$ cat src/rtl/wrr_arbiter.sv
// Weighted round-robin arbiter: N requesters share one registered valid/ready channel,
// each granted for a burst of up to weight_i[p] beats.
module wrr_arbiter #(
   parameter int unsigned DATA_WIDTH   = 16,
   parameter int unsigned N_PORTS      = 4,
   parameter int unsigned WEIGHT_WIDTH = 4,
   parameter int unsigned SRC_WIDTH    = $clog2(N_PORTS)
) (
   input  logic                                   aclk,
   input  logic                                   areset_n,
   input  logic [N_PORTS-1:0]                     prev_valid_i,
   input  logic [N_PORTS-1:0][DATA_WIDTH-1:0]     prev_data_i,
   output logic [N_PORTS-1:0]                     prev_ready_o,
   input  logic [N_PORTS-1:0][WEIGHT_WIDTH-1:0]   weight_i,
   output logic                                   next_valid_o,
   output logic [DATA_WIDTH-1:0]                  next_data_o,
   output logic [SRC_WIDTH-1:0]                   next_src_o,
   input  logic                                   next_ready_i
);

   typedef enum logic {IDLE, GRANT} state_t;

   state_t                  state;
   logic [SRC_WIDTH-1:0]    gnt;
   logic [SRC_WIDTH-1:0]    ptr;
   logic [WEIGHT_WIDTH-1:0] cnt;
   logic [WEIGHT_WIDTH-1:0] lim;

   logic                    acc;
   logic                    xfer;
   logic                    burst_end;
   logic                    found;
   logic [SRC_WIDTH-1:0]    pick;
   logic [SRC_WIDTH-1:0]    cand;
   logic [SRC_WIDTH-1:0]    gnt_nxt;
   logic [WEIGHT_WIDTH-1:0] cnt_inc;
   logic [WEIGHT_WIDTH-1:0] pick_lim;

   // Output register can take a beat when empty or being drained this cycle.
   assign acc       = !next_valid_o || next_ready_i;
   assign xfer      = (state == GRANT) && prev_valid_i[gnt] && acc;
   assign cnt_inc   = cnt + WEIGHT_WIDTH'(1);
   assign burst_end = (state == GRANT) && ((xfer && (cnt_inc == lim)) || !prev_valid_i[gnt]);
   assign gnt_nxt   = (gnt == SRC_WIDTH'(N_PORTS - 1)) ? '0 : gnt + SRC_WIDTH'(1);
   assign pick_lim  = (weight_i[pick] == '0) ? WEIGHT_WIDTH'(1) : weight_i[pick];

   // Round-robin search starting at ptr.
   always_comb begin
      found = 1'b0;
      pick  = '0;
      cand  = '0;
      for (int unsigned i = 0; i < N_PORTS; i++) begin
         cand = SRC_WIDTH'((32'(ptr) + i) % N_PORTS);
         if (!found && prev_valid_i[cand]) begin
            found = 1'b1;
            pick  = cand;
         end
      end
   end

   always_comb begin
      prev_ready_o = '0;
      if (state == GRANT) prev_ready_o[gnt] = acc;
   end

   always_ff @(posedge aclk or negedge areset_n) begin
      if (!areset_n) begin
         state        <= IDLE;
         gnt          <= '0;
         ptr          <= '0;
         cnt          <= '0;
         lim          <= WEIGHT_WIDTH'(1);
         next_valid_o <= 1'b0;
         next_data_o  <= '0;
         next_src_o   <= '0;
      end else begin
         if (xfer) begin
            next_data_o  <= prev_data_i[gnt];
            next_src_o   <= gnt;
            next_valid_o <= 1'b1;
         end else if (next_ready_i) begin
            next_valid_o <= 1'b0;
         end

         case (state)
            IDLE: begin
               if (found) begin
                  gnt   <= pick;
                  lim   <= pick_lim;
                  cnt   <= '0;
                  state <= GRANT;
               end
            end
            GRANT: begin
               if (xfer) cnt <= cnt_inc;
               if (burst_end) begin
                  ptr   <= gnt_nxt;
                  state <= IDLE;
               end
            end
         endcase
      end
   end

endmodule

$ cat config.mk
export PLATFORM = sky130hd
export DESIGN_NAME = wrr_arbiter
export DESIGN_NICKNAME = d
export VERILOG_FILES = /design/src/rtl/wrr_arbiter.sv
export SDC_FILE = /design/constraint.sdc
export NUM_CORES = 1
export LEC_CHECK = 0
export CORE_ASPECT_RATIO = 1.4
export CORE_MARGIN = 2
export CORE_UTILIZATION = 38
export CTS_BUF_LIST = sky130_fd_sc_hd__clkbuf_2
export DETAILED_ROUTE_END_ITERATION = 16
export PLACE_DENSITY = 0.9
export SLEW_MARGIN = 20
export SYNTH_ARGS = -nofsm -noshare
export SYNTH_HDL_FRONTEND = slang
export SYNTH_SLANG_ARGS = --single-unit
$ cat constraint.sdc
create_clock -name aclk -period 4.7 [get_ports aclk]
set_input_delay 0.705 -clock aclk [delete_from_list [all_inputs] [get_ports aclk]]
set_output_delay 0.705 -clock aclk [all_outputs]
set_load 0.005 [all_outputs]
==> results_slide.txt <==
Physical Implementation Snapshot

Routing
  – Post-route ant nets: 0
  – Wire per inst: 16.0 um
  – DRT Pass-1 Iters: 4
  – Vias per std cell: 5.17
  – Drc violations: 0
  – Routed Wire Length: 5390 um
  – 1st-iter DRT viols: 81
  – Routed via count: 1742

Synthesis
  – Dominant register cell: dfrtp_1
  – Floorplan Nets: 251
  – Mapped cell area: 0.00201 mm2
  – YS chip area: 0.00201 mm2
  – Asr flop ratio synth: 100%
  – Syn_area_per_cell: 12.7 um2
  – # Cells Yosys: 159
  – Synth warn: 0
  – Synth Register Bits: 32
  – Post-synth EDFFs: 0
  – Register area share after synthesis: 39.8%
  – Syn Inst Count: 159
  – Unique cell types: 30

Global routing
  – Largest net degree at the start of global routing: 33
  – Tot GR Track Use: 18.8%
  – GRT overflow: 0
  – Vias in the first global route: 1770
  – First-pass GRT wire length: 8470 um
  – Initial antenna violation count: 0

Hold path
  – Hold Path Stages: 2
  – Kind of path behind the tightest hold check: reg2reg
  – Hold endpoint: lim[0]
  – HP Start: lim[0]

Pwr
  – Power Density: 500 mW/mm2
  – Leakage: 1.30 nW
  – IR drop worst, VDD: 247 uV
  – Total power: 1.60 mW

Place
  – Detailed Place HPWL: 4310 um
  – Pre-CTS setup slack: 1.64 ns
  – Cells after DPL: 330
  – Gp weighted congestion: 0.824
  – Placed cell area: 0.00317 mm2
  – PortBufs: 109

Cells and area
  – Most instantiated logic cells after routing: clkdlybuf4s50_1, dfrtp_1, mux2_2, mux4_2, nand2_1
  – Layout cell share with drive strength beyond 1: 19.2%
  – Finished Cell Area: 0.00321 mm2
  – Final antenna diode count: 0
  – Most common logic cell in the routed design: clkdlybuf4s50_1
  – Net count reported at finish: 363
  – Area growth, synth to finish: 59.1%

Worst setup path
  – Crit Path Class: reg2out
  – Worst Setup SP: gnt[1]
  – Worst r2r src: gnt[1]
  – FF-to-FF End: cnt[2]
  – Worst reg-to-reg setup slack: 1.98 ns
  – Reg2Reg Depth: 5
  – CP endpoint: prev_ready_o[0]
  – WP data arrival: 2.38 ns
  – Crit Path Max Fanout: 21
  – Type of destination of the critical path: output pin
  – Startpoint types: register
  – Worst EP required: 3.99 ns

Die
  – Die height: 90.2 um
  – Init Core Util: 39.0%
  – I/O pin count: 110
  – Die Size: 0.00591 mm2
  – Die boundary width: 65.5 um

Clock network
  – CTS resizes: 0
  – Hold buffer count at CTS: 0
  – Total CTS buffers: 5
  – H-tree Lvls: 2
  – Root buf cell: clkbuf_2
  – Clock Path Buffers: 2
  – Insertion Delay late pin: 0.37 ns
  – CTS tree: yes
  – Clk slew on worst S/H paths: 0.13 ns
  – Clock sink total: 32
  – Post-CTS Setup Bufs: 0

Final timing
  – Worst Hold Slack: 0.481 ns
  – Final Skew: 0.0296 ns
  – Final hold vios: 0
  – Setup TNS: 0 ns
  – Fmax: 0.325 GHz
  – RSZ-0062 raised after global routing: no
  – Fin worst setup slack: 1.62 ns
  – Final setup viols: 0
  – Tightest Pin Transition: 0.946 ns
  – Final Max Slew Viols: 0
  – Final period util: 65.6%
  – Min cycle time layout: 3.08 ns
  – Slew HR: 36.8%

Flow run
  – MaxCap Viol Count: 0
  – Number of OpenROAD warnings: 29

Run status
  – Outcome: finished clean
-- cells by family (layout without fill, tap and decap cells) --
group | count (synthesis) | in the layout | synth area share [%]
multiplexers | 48 | 48 | 35.7
flip-flops | 32 | 32 | 39.8
AND/OR/NAND/NOR | 28 | 28 | 7.20
AND-OR/OR-AND | 26 | 26 | 8.26
buffers and inverters | 15 | 127 | 3.73
adder cells (fa/ha/maj) | 5 | 5 | 3.11
XOR/XNOR | 5 | 5 | 2.17
-- synthesized netlist by cell type, types with 2 or more instances --
master    number  area (um2)
nand3_1        3        15.0
nor2_1         2        7.51
dfrtp_1       31         776
ha_1           5        62.6
nand2b_1       2        12.5
o31ai_1        2        15.0
a21oi_1        5        25.0
mux4_2        17         383
nand2_1       14        52.6
o21ai_0       12        60.1
mux2_2        21         236
buf_2          4        20.0
xnor2_1        4        35.0
and2_1         2        12.5
mux2i_1       10         100
inv_1          8        30.0
and3_1         4        25.0
-- critical path, cell delays in order, from the launching register on --
cell and delay [ns]:
dfrtp_1 0.96, inv_1 0.20, ha_1 0.23, and3_1 0.16, clkdlybuf4s50_1 0.46
-- report_power, final --
group          switching (mW)  internal, mW
clock                  0.0860        0.0306
sequential              0.117         0.410
combinational           0.367         0.594
-- flip-flops by register name (all words and copies together) (netlist names) --
register and count:
next_data_o 16, cnt 4, lim 4, gnt 2
next_src_o 2, ptr 2, next_valid_o 1, state 1
-- layout make-up --
class | instances | area (um2)
repair buffers | 112 | 1110
well taps | 66 | 82.6
clock inverters | 2 | 7.51
flip-flops and latches | 32 | 802
inverters | 8 | 30.0
clock buffers | 5 | 25.0
fillers | 405 | 1950
multi-input cells | 112 | 1140
-- per-layer routing --
metal	GRT usage (%)	part of all wire (%)
met3	6.13	9.0
met2	34.3	52
met4	6.25	1.4
met1	19.8	38
met5	0	0
**Pin placement**

Pins as bars across the die edge, other pins in gray.
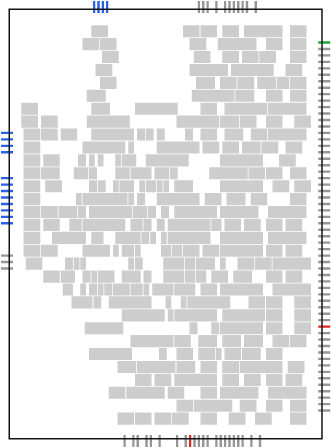
blue -> weight_i  # pins 16, direction input, edge 12 left, 4 top
red -> next_src_o  # pins 2, direction output, edge 1 right, 1 bottom
green -> aclk  # pins 1, direction input, edge right

**Clock wires, drivers and flops**

Bar = 20 um.
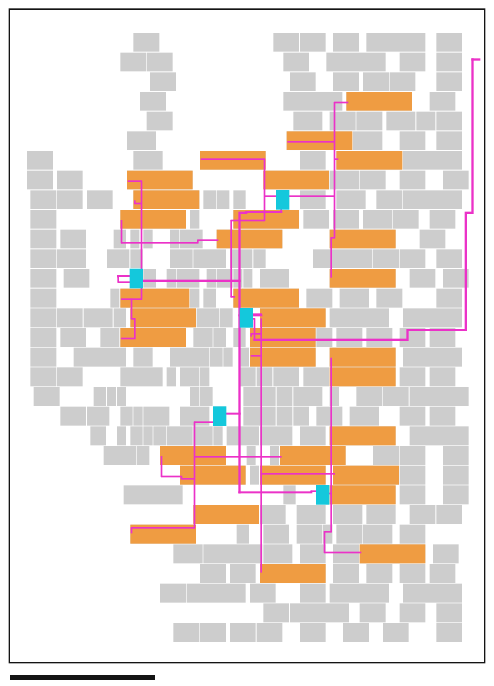
orange -> flip-flops  # count 32
magenta -> clock wires  # length 412 um
cyan -> cells driving clock nets  # count 5
routed clock nets = 6

**Wiring by layer**

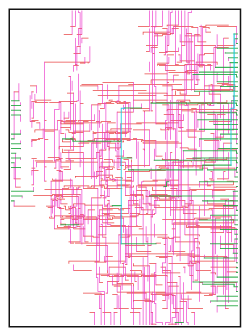
red -> met1  # wire length 2040 um
cyan -> met4  # wire length 78.0 um
green -> met3  # wire length 483 um
magenta -> met2  # wire length 2790 um

**Placed cells, one color a class**

Fill, decap, tap and diode cells in gray.
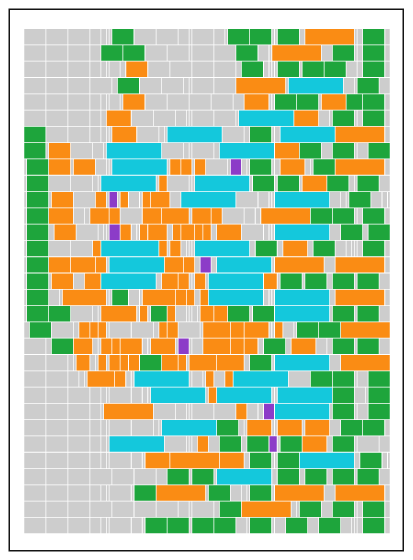
green -> other buffers and delay cells  # cells 112, share of their area 36%
purple -> clock drivers and dummy loads  # cells 7, share of their area 1.0%
cyan -> flops  # cells 32, share of their area 26%
orange -> all other logic  # cells 120, share of their area 38%
Seq/total area: 25.0%
Final Util: 62.1%
Rows: 31

**Cell outlines without signal wires**

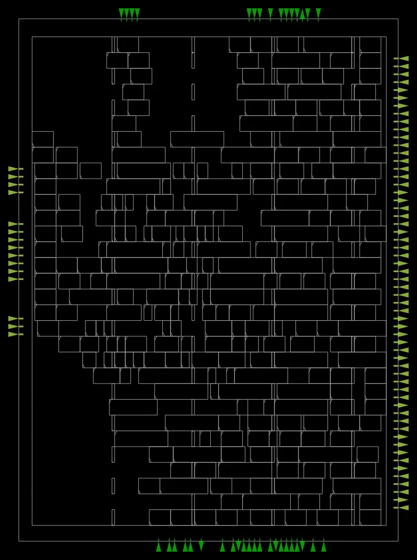
Well Taps: 66
Core Region: 0.00516 mm2
fin cells: 337
Fillers: 405
Flops: 32

Power figures rest on the tool's default switching activity, not on a simulated workload.
